Fig. 1: run 1, supply network
Bar = 20 µm. Pins as bars on the die edge. Tap cells in gray.
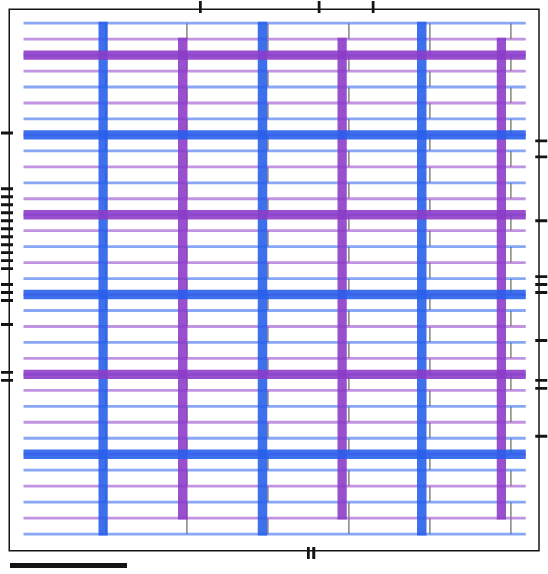
Fig. 2: run 1, placement by cell class
Bar = 20 µm.
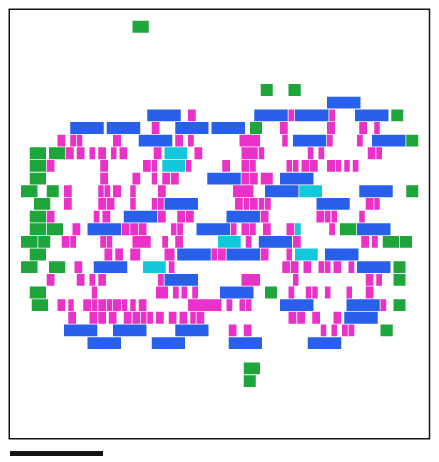
Fig. 3: run 1, clock network drawn from the DEF
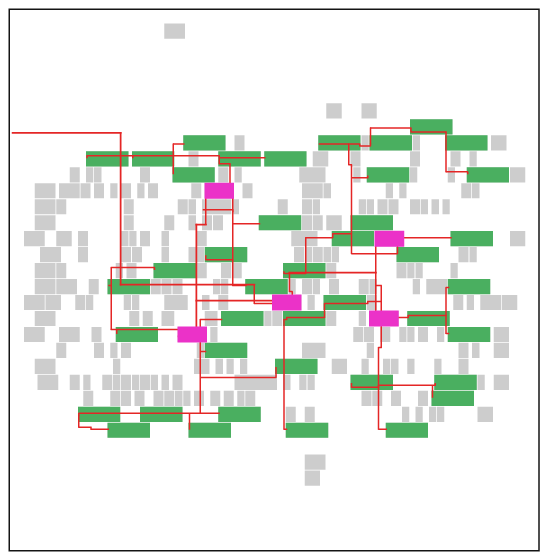
Fig. 4: run 1, routed metal, one color a layer
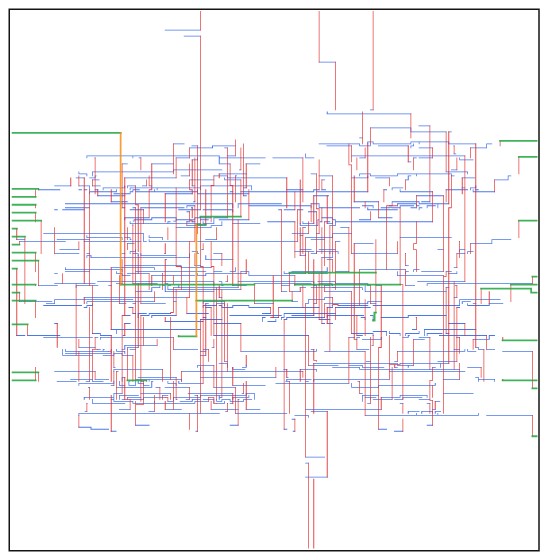
### src/rtl/serial_arith_pkg.sv
// Shared definitions for the bit-serial arithmetic blocks: FSM encoding,
// width bounds and a behavioural reference used by benches.
package serial_arith_pkg;

    typedef enum logic [1:0] {
        S_IDLE = 2'd0,
        S_RUN  = 2'd1,
        S_DONE = 2'd2
    } state_t;

    localparam int WIDTH_MIN = 2;
    localparam int WIDTH_MAX = 32;

    // Returns {ovf, bout, diff[31:0]} for an w-bit a - b - bin.
    function automatic logic [33:0] ref_sub(input logic [31:0] a, input logic [31:0] b,
                                            input logic bin, input int unsigned w);
        logic [31:0] mask;
        logic [32:0] full;
        logic [31:0] d;
        logic        bo;
        logic        ov;
        mask = (w >= 32) ? 32'hFFFF_FFFF : ((32'd1 << w) - 32'd1);
        full = {1'b0, a & mask} - {1'b0, b & mask} - {32'd0, bin};
        d    = full[31:0] & mask;
        bo   = full[32];
        ov   = (a[w-1] ^ b[w-1]) & (d[w-1] ^ a[w-1]);
        return {ov, bo, d};
    endfunction

endpackage

### src/rtl/serial_subtractor_if.sv
// Start/done handshake and operand/result bus of the serial subtractor.
interface serial_subtractor_if #(parameter int WIDTH = 8);
    logic             start;
    logic [WIDTH-1:0] a;
    logic [WIDTH-1:0] b;
    logic             bin;
    logic             ready;
    logic             busy;
    logic             done;
    logic [WIDTH-1:0] diff;
    logic             bout;
    logic             ovf;

    modport master (output start, a, b, bin,
                    input  ready, busy, done, diff, bout, ovf);
    modport slave  (input  start, a, b, bin,
                    output ready, busy, done, diff, bout, ovf);
endinterface

### src/rtl/serial_subtractor_full_subtractor.sv
// One-bit full subtractor: the bit slice of the serial datapath.
module full_subtractor (
    input  logic a,
    input  logic b,
    input  logic bin,
    output logic d,
    output logic bout
);
    assign d    = a ^ b ^ bin;
    assign bout = (~a & b) | (~(a ^ b) & bin);
endmodule

### src/rtl/serial_subtractor.sv
// Bit-serial WIDTH-bit subtractor (a - b - bin), LSB first, one bit per clock,
// with a start/ready/busy/done handshake.
module serial_subtractor
    import serial_arith_pkg::*;
#(
    parameter int WIDTH = 8
) (
    input  logic                clk,
    input  logic                rst_n,
    serial_subtractor_if.slave  bus
);
    localparam int CW = (WIDTH > 1) ? $clog2(WIDTH) : 1;

    state_t           state;
    state_t           state_nx;
    logic             accept;
    logic             last;
    logic [CW-1:0]    cnt;
    logic [WIDTH-1:0] a_sr;
    logic [WIDTH-1:0] b_sr;
    logic [WIDTH-1:0] diff_sr;
    logic             brw;
    logic             a_msb;
    logic             b_msb;
    logic             bit_d;
    logic             bit_bo;
    logic [WIDTH-1:0] diff_q;
    logic             bout_q;
    logic             ovf_q;

    full_subtractor u_fs (
        .a    (a_sr[0]),
        .b    (b_sr[0]),
        .bin  (brw),
        .d    (bit_d),
        .bout (bit_bo)
    );

    assign last = (cnt == CW'(WIDTH - 1));

    always_ff @(posedge clk) begin
        if (!rst_n) state <= S_IDLE;
        else        state <= state_nx;
    end

    always_comb begin
        state_nx = state;
        accept   = 1'b0;
        case (state)
            S_IDLE: if (bus.start) begin
                accept   = 1'b1;
                state_nx = S_RUN;
            end
            S_RUN:  if (last) state_nx = S_DONE;
            // Back-to-back: a start in DONE skips the idle cycle.
            S_DONE: if (bus.start) begin
                accept   = 1'b1;
                state_nx = S_RUN;
            end else begin
                state_nx = S_IDLE;
            end
            default: state_nx = S_IDLE;
        endcase
    end

    always_ff @(posedge clk) begin
        if (!rst_n) begin
            cnt     <= '0;
            a_sr    <= '0;
            b_sr    <= '0;
            diff_sr <= '0;
            brw     <= 1'b0;
            a_msb   <= 1'b0;
            b_msb   <= 1'b0;
            diff_q  <= '0;
            bout_q  <= 1'b0;
            ovf_q   <= 1'b0;
        end else if (accept) begin
            a_sr  <= bus.a;
            b_sr  <= bus.b;
            brw   <= bus.bin;
            cnt   <= '0;
            a_msb <= bus.a[WIDTH-1];
            b_msb <= bus.b[WIDTH-1];
        end else if (state == S_RUN) begin
            a_sr    <= a_sr >> 1;
            b_sr    <= b_sr >> 1;
            diff_sr <= {bit_d, diff_sr[WIDTH-1:1]};
            brw     <= bit_bo;
            cnt     <= last ? cnt : cnt + CW'(1);
            // Publish on the final shift so results are valid in DONE.
            if (last) begin
                diff_q <= {bit_d, diff_sr[WIDTH-1:1]};
                bout_q <= bit_bo;
                ovf_q  <= (a_msb ^ b_msb) & (bit_d ^ a_msb);
            end
        end
    end

    assign bus.ready = (state == S_IDLE) || (state == S_DONE);
    assign bus.busy  = (state == S_RUN);
    assign bus.done  = (state == S_DONE);
    assign bus.diff  = diff_q;
    assign bus.bout  = bout_q;
    assign bus.ovf   = ovf_q;

endmodule

### src/flat_wrapper.sv
// flat-port wrapper written by rule: the top's interface ports become plain ports
module serial_subtractor_flat import serial_arith_pkg::*;
#(
    parameter int WIDTH = 8
)
  (clk, rst_n, bus_start, bus_a, bus_b, bus_bin, bus_ready, bus_busy, bus_done, bus_diff, bus_bout, bus_ovf);
  serial_subtractor_if #(.WIDTH(WIDTH)) bus_i ();
  input  logic clk;
  input  logic rst_n;
  input wire logic [$bits(bus_i.start)-1:0] bus_start;
  input wire logic [$bits(bus_i.a)-1:0] bus_a;
  input wire logic [$bits(bus_i.b)-1:0] bus_b;
  input wire logic [$bits(bus_i.bin)-1:0] bus_bin;
  output wire logic [$bits(bus_i.ready)-1:0] bus_ready;
  output wire logic [$bits(bus_i.busy)-1:0] bus_busy;
  output wire logic [$bits(bus_i.done)-1:0] bus_done;
  output wire logic [$bits(bus_i.diff)-1:0] bus_diff;
  output wire logic [$bits(bus_i.bout)-1:0] bus_bout;
  output wire logic [$bits(bus_i.ovf)-1:0] bus_ovf;
  assign bus_i.start = bus_start;
  assign bus_i.a = bus_a;
  assign bus_i.b = bus_b;
  assign bus_i.bin = bus_bin;
  assign bus_ready = bus_i.ready;
  assign bus_busy = bus_i.busy;
  assign bus_done = bus_i.done;
  assign bus_diff = bus_i.diff;
  assign bus_bout = bus_i.bout;
  assign bus_ovf = bus_i.ovf;
  serial_subtractor #(.WIDTH(WIDTH)) u_core (.clk(clk), .rst_n(rst_n), .bus(bus_i));
endmodule
### config.mk
export PLATFORM = sky130hd
export DESIGN_NAME = serial_subtractor_flat
export DESIGN_NICKNAME = d
export VERILOG_FILES = /design/src/rtl/serial_arith_pkg.sv /design/src/rtl/serial_subtractor_if.sv /design/src/rtl/serial_subtractor_full_subtractor.sv /design/src/rtl/serial_subtractor.sv /design/src/flat_wrapper.sv
export SDC_FILE = /design/constraint.sdc
export NUM_CORES = 1
export LEC_CHECK = 0
export ABC_AREA = 1
export CORE_AREA = 2 2 88 90
export CTS_CLUSTER_SIZE = 8
export DETAILED_ROUTE_END_ITERATION = 8
export DIE_AREA = 0 0 90 92
export HOLD_SLACK_MARGIN = 0.05
export PLACE_DENSITY_LB_ADDON = 0.3
export SKIP_CTS_REPAIR_TIMING = 1
export SYNTH_ARGS = -nofsm -noshare
export SYNTH_HDL_FRONTEND = slang
export SYNTH_SLANG_ARGS = --single-unit
export TNS_END_PERCENT = 10
### constraint.sdc
create_clock -name clk -period 3.13 [get_ports clk]
set_input_delay 0.626 -clock clk [delete_from_list [all_inputs] [get_ports clk]]
set_output_delay 0.626 -clock clk [all_outputs]
set_load 0.1 [all_outputs]
==> impl_metrics.ini, run 1 <==
; generated from flow reports
[floorplanning]
core_util_floorplan_pct = 24.1
taps = 102

[final_layout]
layout_top_cells = nand3_1, nand2_1, dfxtp_1
clkbuf_count = 7
clk_share_pct = 3.90
design_area_mm2 = 0.00221
signal_buffers = 34
final_cells = 369
drive_gt1_share_pct = 10.5
largest_class = sequential cells

[route]
drt-pass1-iter-count = 4
drt_wl_total_um = 4220
avgViaCountPerCell = 4.30
avgRoutedWirePerCell_um = 11.4

[yosys]
ys_cells = 240
ys_seq_elements = 41
netlist_area_mm2 = 0.00180
synth.distinct_cells = 20
postSynthSeqShare_pct = 45.7

[hold_path]
min_to = u_core.bus.diff[2]
hp-class = reg -> reg
holdPathStages = 2

[status]
status = complete, no violations

[sta]
rsz0062_at_grt = false
tns_ps = 0
hold_violations = 0
finClkSkew_ps = 5.05
finalClockPeriodUsage_pct = 71.4
finalMaxSlewViolations = 0

[critical_path]
worstPathRequired_ps = 2500
cpMostUsedCell = buf_4
path_buffers = 3
ff2ff_path_depth = 6
crit_end = bus_busy

[cts]
htreeDepth = 2
Back to the opening pictures, Fig. 1:
VDD -> purple
VSS -> blue
signal pins = 33
rows = 32
tap cells = 102

Back to the opening pictures, Fig. 2:
flip-flops -> blue  # cells 41, share of their area 39%
clock drivers and dummy loads -> cyan  # cells 7, share of their area 4.1%
all other logic -> magenta  # cells 185, share of their area 42%
other buffers and delay cells -> green  # cells 34, share of their area 15%

Back to the opening pictures, Fig. 3:
cells driving clock nets -> magenta  # count 5
flip-flops -> green  # count 41
clock wires -> red  # length 541 µm
routed clock nets = 6

Back to the opening pictures, Fig. 4:
met4 -> orange  # wire length 44.9 µm
met1 -> blue  # wire length 2,140 µm
met2 -> red  # wire length 1,830 µm
met3 -> green  # wire length 201 µm

--- run 2 (diff from run 1) ---
clock period = 2.2 ns   (was 3.13 ns; I/O delays follow)
==> run 2 against run 1 <==
  * Largest power group unchanged
  * Critical path depth fell by 1
  * Clock-buffer cell count decreased by 1
  * Sequential power grew 43%
  * Synthesized area is the same
==> impl_metrics.ini, run 2 <==
; generated from flow reports
[route]
drt-pass1-iter-count = 4
drt_wl_total_um = 4280

[final_layout]
largest_class = sequential cells
final_cells = 374
layout_top_cells = nand3_1, nand2_1, dfxtp_1
clk_share_pct = 5.16
drive_gt1_share_pct = 12.9
design_area_mm2 = 0.00233
clkbuf_count = 6

[floorplanning]
core_util_floorplan_pct = 24.1
taps = 102

[status]
status = complete, no violations

[yosys]
synth.distinct_cells = 20
postSynthSeqShare_pct = 45.7
ys_seq_elements = 41
ys_cells = 240
netlist_area_mm2 = 0.00180

[hold_path]
holdPathStages = 2

[critical_path]
path_buffers = 2
crit_end = bus_done

[sta]
tns_ps = 0
finalMaxSlewViolations = 0
finClkSkew_ps = 9.14
finalClockPeriodUsage_pct = 76.7
rsz0062_at_grt = false

[cts]
htreeDepth = 2
Fig. 5: run 2, routed metal, one color a layer
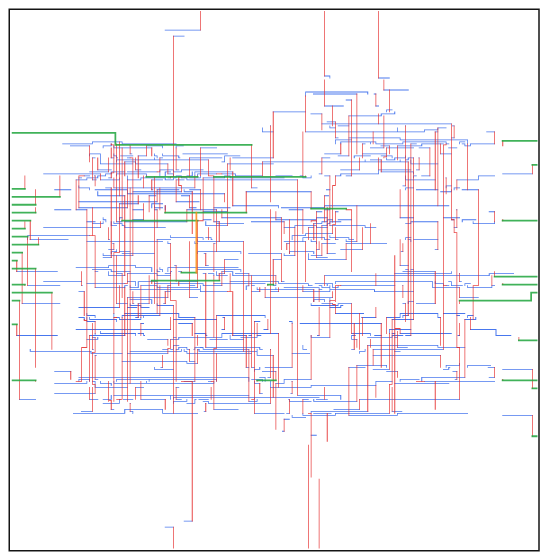
met1 -> blue  # wire length 2,210 µm
met4 -> orange  # wire length 10.2 µm
met2 -> red  # wire length 1,840 µm
met3 -> green  # wire length 218 µm
total track usage: 10.8%
WL/cell: 11.4 µm

Power and IR drop assume default switching activity.
